Fig. 1: run 1, clock wires, drivers and flops
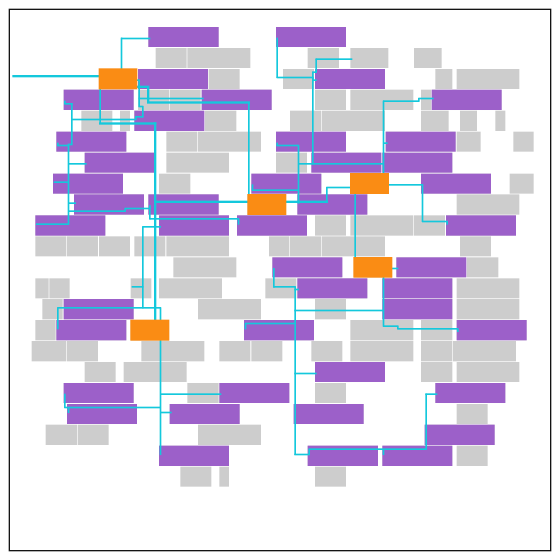
Fig. 2: run 1, placed cells, one colour a class
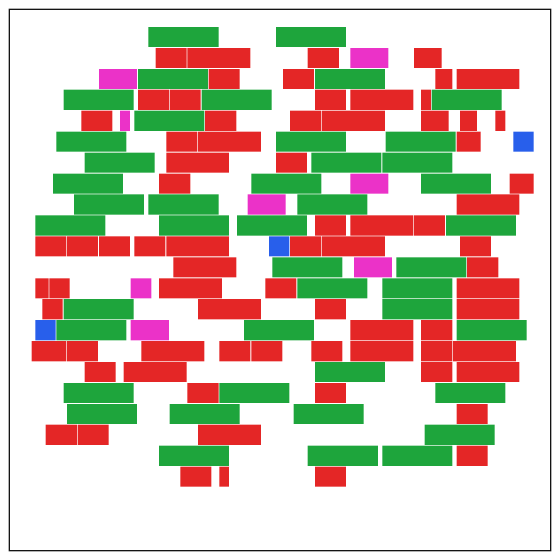
Fig. 3: run 1, clock routing
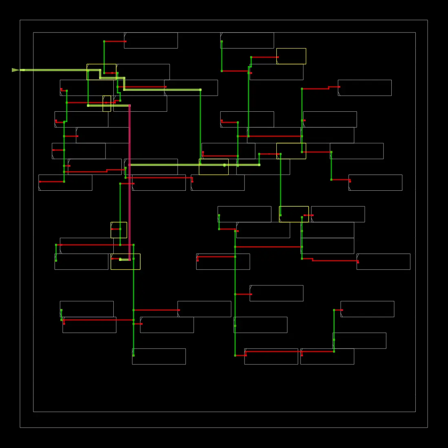
Design reg_file_rd, sky130hd; sources not shown.
==> job_summary.md, run 1 <==
## Synthesis and layout report

| Metric | Value |
|---|---|
| Status | `finished clean` |
| GP Congestion | `0.739` |
| Top cell area share | `between 50% and 60%` |
| Internal power | `around 1.1 mW` |
| Max-slew violation count | `0` |
| Biggest area cells | `dfrtp_1 50%, mux4_2 23%, mux2_2 21%` |
| Final setup fails | `0` |
| M1 WL | `roughly 1.6 mm` |
| Yosys xor share | `0%` |
| Gr busiest metal | `met2` |
| Met2 Wirelength | `about 2.2 mm` |
| Post-synthesis adder-cell area fraction | `0%` |
| Max stage delay cell, worst path | `mux4_2` |
| Layout cells sized above 1 | `~56%` |
| Total grt overflow | `0` |
| Clk slew on worst S/H paths | `about 80 ps` |
| Setup WS pre-CTS | `just under 800 ps` |
| Die W | `~70 um` |
| Complex Gates by Area | `roughly 2%` |
| Comb area | `around 1000 um^2` |
| TritonCTS clock tree | `built` |
| Num Clock Sinks | `approximately 44` |
| Cells resized by post-CTS repair | `0` |
| Well Taps | `between 50 and 60` |
| Initial antenna violation count | `0` |
| Top Ports | `about 47` |
| Fillcell total | `roughly 340` |
| CTS hold repair buffers | `0` |
| CTS root buf | `clkbuf_8` |
| # H-tree levels | `2` |
| DRC | `0` |
| Critical Path AT | `2010 ps` |
| Total power divided by cell area | `between 800 and 900 nW/um^2` |
| Largest cell class by area | `sequential cells` |
| Worst path depth | `3` |
| Crit path max fanout | `3` |
| Die Height | `around 70 um` |
| Top Metal Used | `met4` |
| Hold Slack | `~90 ps` |
| Dominant flop cell | `dfrtp_1` |
| Mean Syn Cell Area | `about 17 um^2` |
| Register area | `~1100 um^2` |
| I/O Buffers | `0` |
| Clock network area share | `between 4 and 5%` |
| Final Hold Viols | `0` |
| Net Sw Power | `around 910 uW` |
| Fp_density | `51.0%` |
| Signal inverters | `3` |
| Worst hold-check path type | `input port to async pin` |
| Met2 global-route usage | `between 30% and 40%` |
| CP Launch Type | `flop` |
| RSZ-0062 raised after global routing | `no` |
| Pre-antenna DRT Iters | `4` |
| DR iter-0 viols | `53` |
About Fig. 1:
- clock drivers: orange (count 5)
- clock wires: cyan (length 473 um)
- flip-flops: purple (count 44)
- routed clock nets: 6
Insertion Delay late pin: 290 ps
clock-net power: 376 uW

About Fig. 2:
- other buffers and delay cells: blue (cells 3)
- combinational and other logic: red (cells 75)
- clock drivers and dummy loads: magenta (cells 8)
- flops: green (cells 44)
Design Area, Final: 2320 um^2
flop share of the area: 47.4%

About Fig. 3:
total CTS buffers: 5
clk_skew: 0 ps
flop count: 44

## Run 2: what changed since run 1
==> constraint.sdc (replaced) <==
create_clock -name clk -period 2.3 [get_ports clk]
set_input_delay 0.345 -clock clk [delete_from_list [all_inputs] [get_ports clk]]
set_output_delay 0.345 -clock clk [all_outputs]
set_load 0.1 [all_outputs]
Fig. 4: run 2, cell sizes after repair
Scale bar: 20 um.
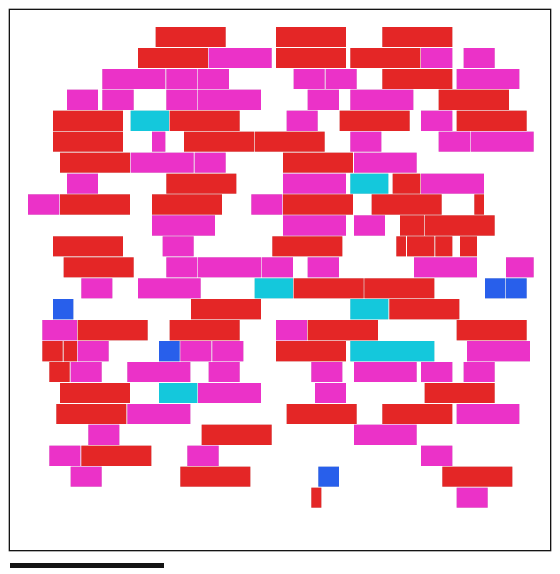
- _3 and _4 cells: blue (cells 5; share 3.8%; most used buf_4)
- _6 and larger: cyan (cells 6; share 4.6%; most used clkbuf_8)
- _2 cells: magenta (cells 65; share 50%; most used mux2_2)
- _0 and _1 cells: red (cells 55; share 42%; most used dfrtp_1)
Signal buffers: 4
final setup margin: 278 ps
Design Area, Final: 2350 um^2
Area growth, synth to finish: 7.32%

==> run 2 against run 1 <==
Compared with the run above: critical path depth decreased by 1; setup slack got worse by 260 ps; utilization increased by 0.61 points; global-route usage increased by 1.6 points; via count decreased by 2.8%; largest cell class unchanged; final cell count increased by 0.55%; synthesized area unchanged; critical endpoint unchanged.
==> job_summary.md, run 2 <==
## Synthesis and layout report

| Metric | Value |
|---|---|
| Well Taps | `roughly 52` |
| Internal power | `1.51 mW` |
| Met2 global-route usage | `34.4%` |
| Signal inverters | `3` |
| Yosys xor share | `0%` |
| Top Family by Delay on Critical Path | `multiplexers` |
| Flop count | `around 44` |
| Die Size | `4920 um^2` |
| CTS hold repair buffers | `0` |
| Final setup fails | `0` |
| Num Clock Sinks | `~44` |
| Total CTS buffers | `5` |
| DR iter-0 viols | `28` |
| Status | `finished clean` |
| Total power divided by cell area | `between 1000 and 1500 nW/um^2` |
| Gr busiest metal | `met2` |
| Hold Slack | `between 60 and 70 ps` |
| Reg2Reg Setup Slack | `1510 ps` |
| Insertion Delay late pin | `300 ps` |
| Max stage delay cell, worst path | `mux4_2` |
| Layout cells sized above 1 | `between 50 and 60%` |
| Die W | `roughly 70 um` |
| Distinct lib cells | `14` |
| Crit path max fanout | `3` |
| Die Height | `about 70 um` |
| Mean Syn Cell Area | `17.2 um^2` |
| Clock-net power | `583 uW` |
| # H-tree levels | `2` |
| Top Metal Used | `met4` |
| Largest cell class by area | `sequential cells` |
| TritonCTS clock tree | `built` |
| Clk slew on worst S/H paths | `90 ps` |
| Critical Path AT | `roughly 1700 ps` |
| Final Hold Viols | `0` |
| Worst hold-check path type | `input port to async pin` |
| GP Congestion | `0.773` |
| Net Sw Power | `between 1 and 1.5 mW` |
| Setup WS pre-CTS | `611 ps` |
| Dominant flop cell | `dfrtp_1` |
| Clk_skew | `0 ps` |
| Fillcell total | `around 350` |
| Met2 Wirelength | `around 2.4 mm` |
| CTS root buf | `clkbuf_8` |
| Fp_density | `about half` |
| Register area | `between 1000 and 1500 um^2` |
| Post-synthesis adder-cell area fraction | `0%` |
| M1 WL | `1.67 mm` |
| Cells resized by post-CTS repair | `0` |
| Total grt overflow | `0` |
| Pre-antenna DRT Iters | `4` |
| RSZ-0062 raised after global routing | `no` |
| Clock network area share | `between 4 and 5%` |
| Max-slew violation count | `0` |
| Top Ports | `around 47` |
| CP Launch Type | `flop` |
| Complex Gates by Area | `2.00%` |
Fig. 5: run 2, placed cells, one colour a class
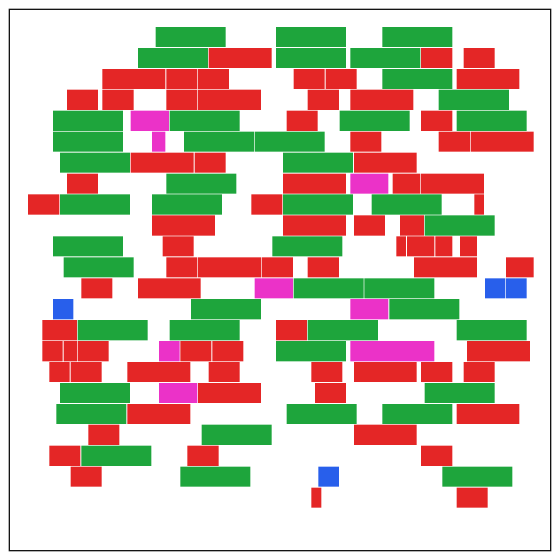
- clock drivers and dummy loads: magenta (cells 8)
- other buffers and delay cells: blue (cells 4)
- flops: green (cells 44)
- combinational and other logic: red (cells 75)
core area: 4290 um^2
flop share of the area: 46.9%
Core Util, Final: 54.7%

No activity file was given, so power comes from the tool's default toggle rates.
